File: src/rtl/ldl_p2ram_fifo_ctrl_pkg.sv
// Shared helpers for the FIFO controller slice: pointer wrap arithmetic that
// works for any depth, not only powers of two.
package ldl_p2ram_fifo_ctrl_pkg;

    // Increment v and return to 0 after max-1; no masking, so any max >= 2 works.
    function automatic int unsigned wrap_inc(input int unsigned v, input int unsigned max);
        if (v >= max - 1) begin
            return 0;
        end
        return v + 1;
    endfunction

endpackage

File: src/rtl/ldl_p2ram_fifo_ctrl_wrap_cnt.sv
// Modulo-MAX up-counter used for the RAM write and read pointers.
module ldl_wrap_cnt
    import ldl_p2ram_fifo_ctrl_pkg::*;
#(
    parameter int MAX = 10
) (
    input  logic                   clk,
    input  logic                   rst_n,
    input  logic                   clr,
    input  logic                   inc,
    output logic [$clog2(MAX)-1:0] value
);

    localparam int W = $clog2(MAX);

    logic [W-1:0] value_d;
    logic [W-1:0] value_q;

    always_comb begin
        value_d = value_q;
        if (clr) begin
            value_d = '0;
        end else if (inc) begin
            value_d = W'(wrap_inc(32'(value_q), MAX));
        end
    end

    always_ff @(posedge clk) begin
        if (!rst_n) begin
            value_q <= '0;
        end else begin
            value_q <= value_d;
        end
    end

    assign value = value_q;

endmodule

File: src/rtl/ldl_p2ram_fifo_ctrl.sv
// First-word-fall-through FIFO controller for an external simple dual-port RAM
// whose registered read port doubles as the FIFO output register.
module ldl_p2ram_fifo_ctrl
    import ldl_p2ram_fifo_ctrl_pkg::*;
#(
    parameter int DW    = 8,
    parameter int DEPTH = 10,
    parameter int AW    = $clog2(DEPTH),
    parameter int CW    = $clog2(DEPTH + 2),
    parameter int AFULL = DEPTH - 2
) (
    input  logic          clk,
    input  logic          rst_n,
    input  logic          flush,
    input  logic          in_valid,
    output logic          in_ready,
    input  logic [DW-1:0] in_data,
    output logic          out_valid,
    input  logic          out_ready,
    output logic [DW-1:0] out_data,
    output logic          ram_we,
    output logic [AW-1:0] ram_wa,
    output logic [DW-1:0] ram_din,
    output logic          ram_re,
    output logic [AW-1:0] ram_ra,
    input  logic [DW-1:0] ram_dout,
    output logic [CW-1:0] count,
    output logic          afull
);

    logic [CW-1:0] ram_cnt_d;
    logic [CW-1:0] ram_cnt_q;
    logic          ovld_d;
    logic          ovld_q;
    logic          afull_d;
    logic          afull_q;
    logic [CW-1:0] count_next;
    logic          push;
    logic          ptr_clr;

    // Ready comes from registered occupancy only: a full RAM refuses a push
    // even when the head is being popped in the same cycle.
    assign in_ready = rst_n & (ram_cnt_q != CW'(DEPTH));
    assign push     = in_valid & in_ready & ~flush;
    assign ram_re   = rst_n & ~flush & (ram_cnt_q != '0) & (~ovld_q | out_ready);
    assign ptr_clr  = flush;

    assign ram_we   = push;
    assign ram_din  = in_data;
    assign out_data = ram_dout;

    always_comb begin
        ram_cnt_d  = ram_cnt_q + CW'(push) - CW'(ram_re);
        ovld_d     = ram_re | (ovld_q & ~out_ready);
        if (flush) begin
            ram_cnt_d = '0;
            ovld_d    = 1'b0;
        end
        count_next = ram_cnt_d + CW'(ovld_d);
        afull_d    = ~flush & (count_next >= CW'(AFULL));
    end

    always_ff @(posedge clk) begin
        if (!rst_n) begin
            ram_cnt_q <= '0;
            ovld_q    <= 1'b0;
            afull_q   <= 1'b0;
        end else begin
            ram_cnt_q <= ram_cnt_d;
            ovld_q    <= ovld_d;
            afull_q   <= afull_d;
        end
    end

    ldl_wrap_cnt #(.MAX(DEPTH)) u_wptr (
        .clk   (clk),
        .rst_n (rst_n),
        .clr   (ptr_clr),
        .inc   (push),
        .value (ram_wa)
    );

    ldl_wrap_cnt #(.MAX(DEPTH)) u_rptr (
        .clk   (clk),
        .rst_n (rst_n),
        .clr   (ptr_clr),
        .inc   (ram_re),
        .value (ram_ra)
    );

    // Head flag and occupancy read as empty for the whole time reset is held.
    assign out_valid = rst_n & ovld_q;
    assign count     = rst_n ? (ram_cnt_q + CW'(ovld_q)) : '0;
    assign afull     = afull_q;

endmodule

File: config.mk
export PLATFORM = sky130hd
export DESIGN_NAME = ldl_p2ram_fifo_ctrl
export DESIGN_NICKNAME = d
export VERILOG_FILES = /design/src/rtl/ldl_p2ram_fifo_ctrl_pkg.sv /design/src/rtl/ldl_p2ram_fifo_ctrl_wrap_cnt.sv /design/src/rtl/ldl_p2ram_fifo_ctrl.sv
export SDC_FILE = /design/constraint.sdc
export NUM_CORES = 1
export LEC_CHECK = 0
export CAP_MARGIN = 20
export CORE_MARGIN = 5
export CORE_UTILIZATION = 36
export DETAILED_ROUTE_END_ITERATION = 7
export GPL_TIMING_DRIVEN = 1
export PLACE_DENSITY = 0.82
export SLEW_MARGIN = 30
export SYNTH_ARGS = -nofsm -noshare
export SYNTH_HDL_FRONTEND = slang
export SYNTH_SLANG_ARGS = --single-unit
File: constraint.sdc
create_clock -name clk -period 2.9 [get_ports clk]
set_clock_uncertainty 0.1 [all_clocks]
set_input_delay 0.87 -clock clk [delete_from_list [all_inputs] [get_ports clk]]
set_output_delay 0.87 -clock clk [all_outputs]
set_load 0.02 [all_outputs]
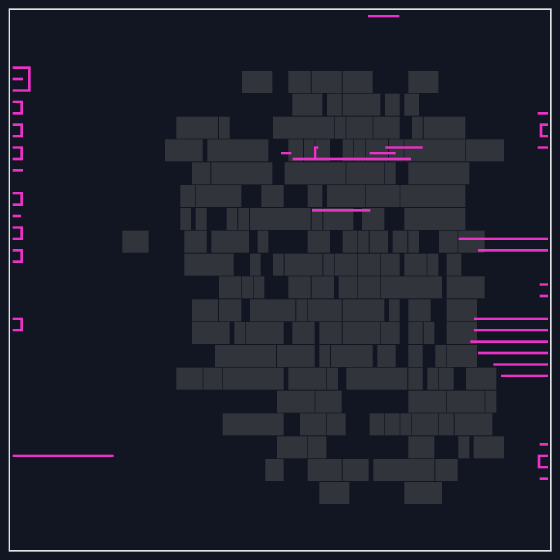
m3.png
The layer carries 151 µm of wire. 30 nets have wire on it. The wires run mostly horizontal.
global-route met3 utilization: 0.0175
total wire length: 2.33 mm
vias: 898

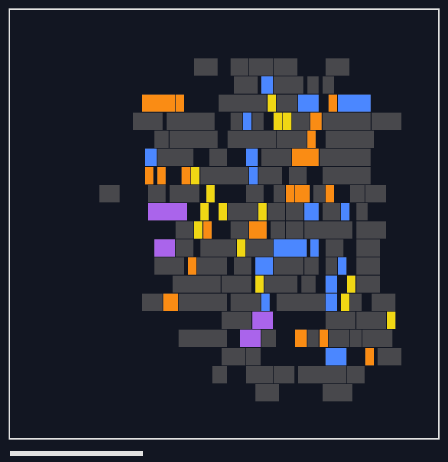
gates.png
Bar = 20 µm.
Purple stands for xor and xnor cells, cells 4, most used xnor2_1. Yellow stands for inv cells, cells 14, most used inv_1. Blue stands for nand cells, cells 17, most used nand2_1. Orange stands for nor cells, cells 19, most used nor2_1.
Final Instance Count excl. Fillers: 177
Comb area share: 0.482
most frequent logic cell in the layout: ha_1

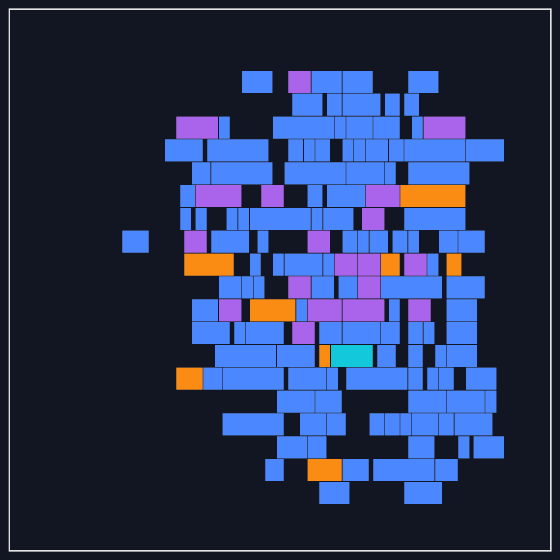
sizing.png
Orange stands for x2, cells 8, share 5.5%. Blue stands for x1 and smaller, cells 118, share 81%, most used ha_1. Cyan stands for x6 and larger, cells 1, share 0.68%, most used clkbuf_8. Purple stands for x3 and x4, cells 19, share 13%, most used buf_4.
fin area: 1340 µm²
bufs w/o clock: 31
post-route setup slack: 0.0448 ns
Area Growth Syn to Fin: 26.3%

==> qor.yml <==
htreeDepth: 1
ys_warn_count: 0
root_buffer: "clkbuf_4"
cts_buffer_depth: 2
warning_count: 34
status: "complete, no violations"
placed_area_um2: 1270
comb_area_um2: 647
crit_arrival_ns: 1.89
flop_cell: "dfxtp_1"
met2_wirelength_mm: 1.25
edf_count: 0
area.sequential_um2: 282
tightestPinTransition_ns: 0.528
final_max_slew_viol_count: 0
hold_viol: 0
p_total_mw: 0.435
core_area_um2: 2780
grt_max_degree: 12
min_path_type: "flop to flop"
fillers: 266
die_width_um: 64.3
dr.max_layer_used: "met4"
cp_data_required_time_ns: 1.93
grt_most_used_layer: "met2"
diodes: 0
syn-cell-area_um2: 1060
grt_pass1_wl_mm: 4.06
die_area_um2: 4140
antenna_found_initial: 0
grt_pass1_vias: 951
max_slew_margin: 0.645
vias_per_cell: 5.07
nets: 185
drc: 0
postRouteAntennaNets: 0
drt-initial-drc-count: 62
whs_ns: 0.417
syn_inst: 129
die_h_um: 64.3
netSwitchingFraction: 0.266
hold_path_depth: 2
cts.sinks: 14
firstDrtPassIters: 5
ys_seq_frac: 0.264
async_flop_share: 0
rows: 19
syn_area_per_cell_um2: 8.23
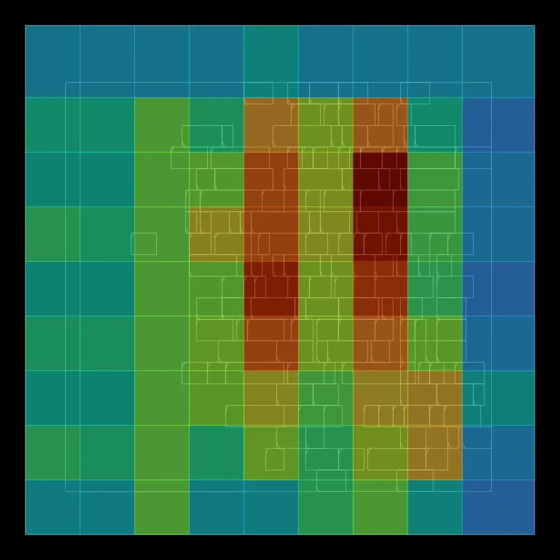
congestion_map.png
Core Util, Final: 0.482
met2 usage: 0.223
routed length per placed instance: 13.2 µm
GR Util All Layers: 0.120

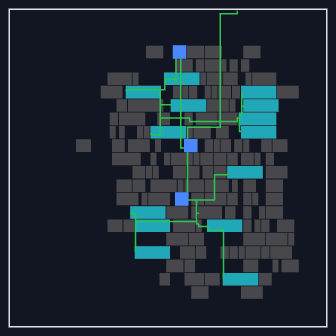
clock_wires.png
Cyan stands for flip-flops, count 14. Green stands for clock wires, length 189 µm. Blue stands for clock-net drivers, count 3.
There are 4 routed clock nets.
clock network power share: 0.320
Insertion Delay late pin: 0.28 ns
Clock net power: 0.139 mW

-- worst paths after layout --
check | endpoint | slack [ns] | from
worst max-delay path | count[3] | 0.04 | rst_n
worst min-delay path | u_rptr.value[1] | 0.42 | u_rptr.value[1]
worst max register to register | afull | 0.11 | ram_cnt_q[2]
worst min register to register | u_rptr.value[1] | 0.42 | u_rptr.value[1]
-- logic make-up (layout without fill, tap and decap cells) --
family / Yosys count / count (layout) / share of synthesized area
simple gates: 44 / 44 / 0.216
fa+ha+maj: 17 / 17 / 0.207
xor+xnor: 4 / 4 / 0.0330
compound gates: 17 / 17 / 0.0989
buf+inv: 32 / 49 / 0.171
flops: 14 / 14 / 0.264
mux: 1 / 1 / 0.0106
-- power by group through the flow --
| stage | clock network (mW) | registers, mW | logic (mW) |
|---|---|---|---|
| CTS | 0.145 | 0.202 | 0.0931 |
| global route | 0.153 | 0.203 | 0.103 |
| finish | 0.139 | 0.202 | 0.0938 |
| global placement | 0 | 0.206 | 0.0867 |
| detailed placement | 0 | 0.206 | 0.0913 |
| floorplan | 0 | 0.208 | 0.0831 |
-- repair_timing --
action	in CTS	in global routing
buffers inserted	2	0
pin swaps	2	0
resized	11	8
endpoints found under the setup margin	9	6
-- registers in the layout, summed over array words and instances (netlist names) --
signal	cells
afull	1
ovld_q	1
ram_cnt_q	4
u_rptr.value	4
u_wptr.value	4
-- critical path, stage by stage --
cell and delay [ns]:
clkdlybuf4s15_2 0.27, and2_1 0.15, clkdlybuf4s50_1 0.60
-- layout make-up --
cell class                 instances  area share
multi-input combinational         83       0.482
timing repair buffer              31       0.213
sequential                        14       0.210
inverter                          14      0.0392
tap                               31      0.0289
clock buffer                       4      0.0271
Power is estimated from default activity; no workload was simulated.
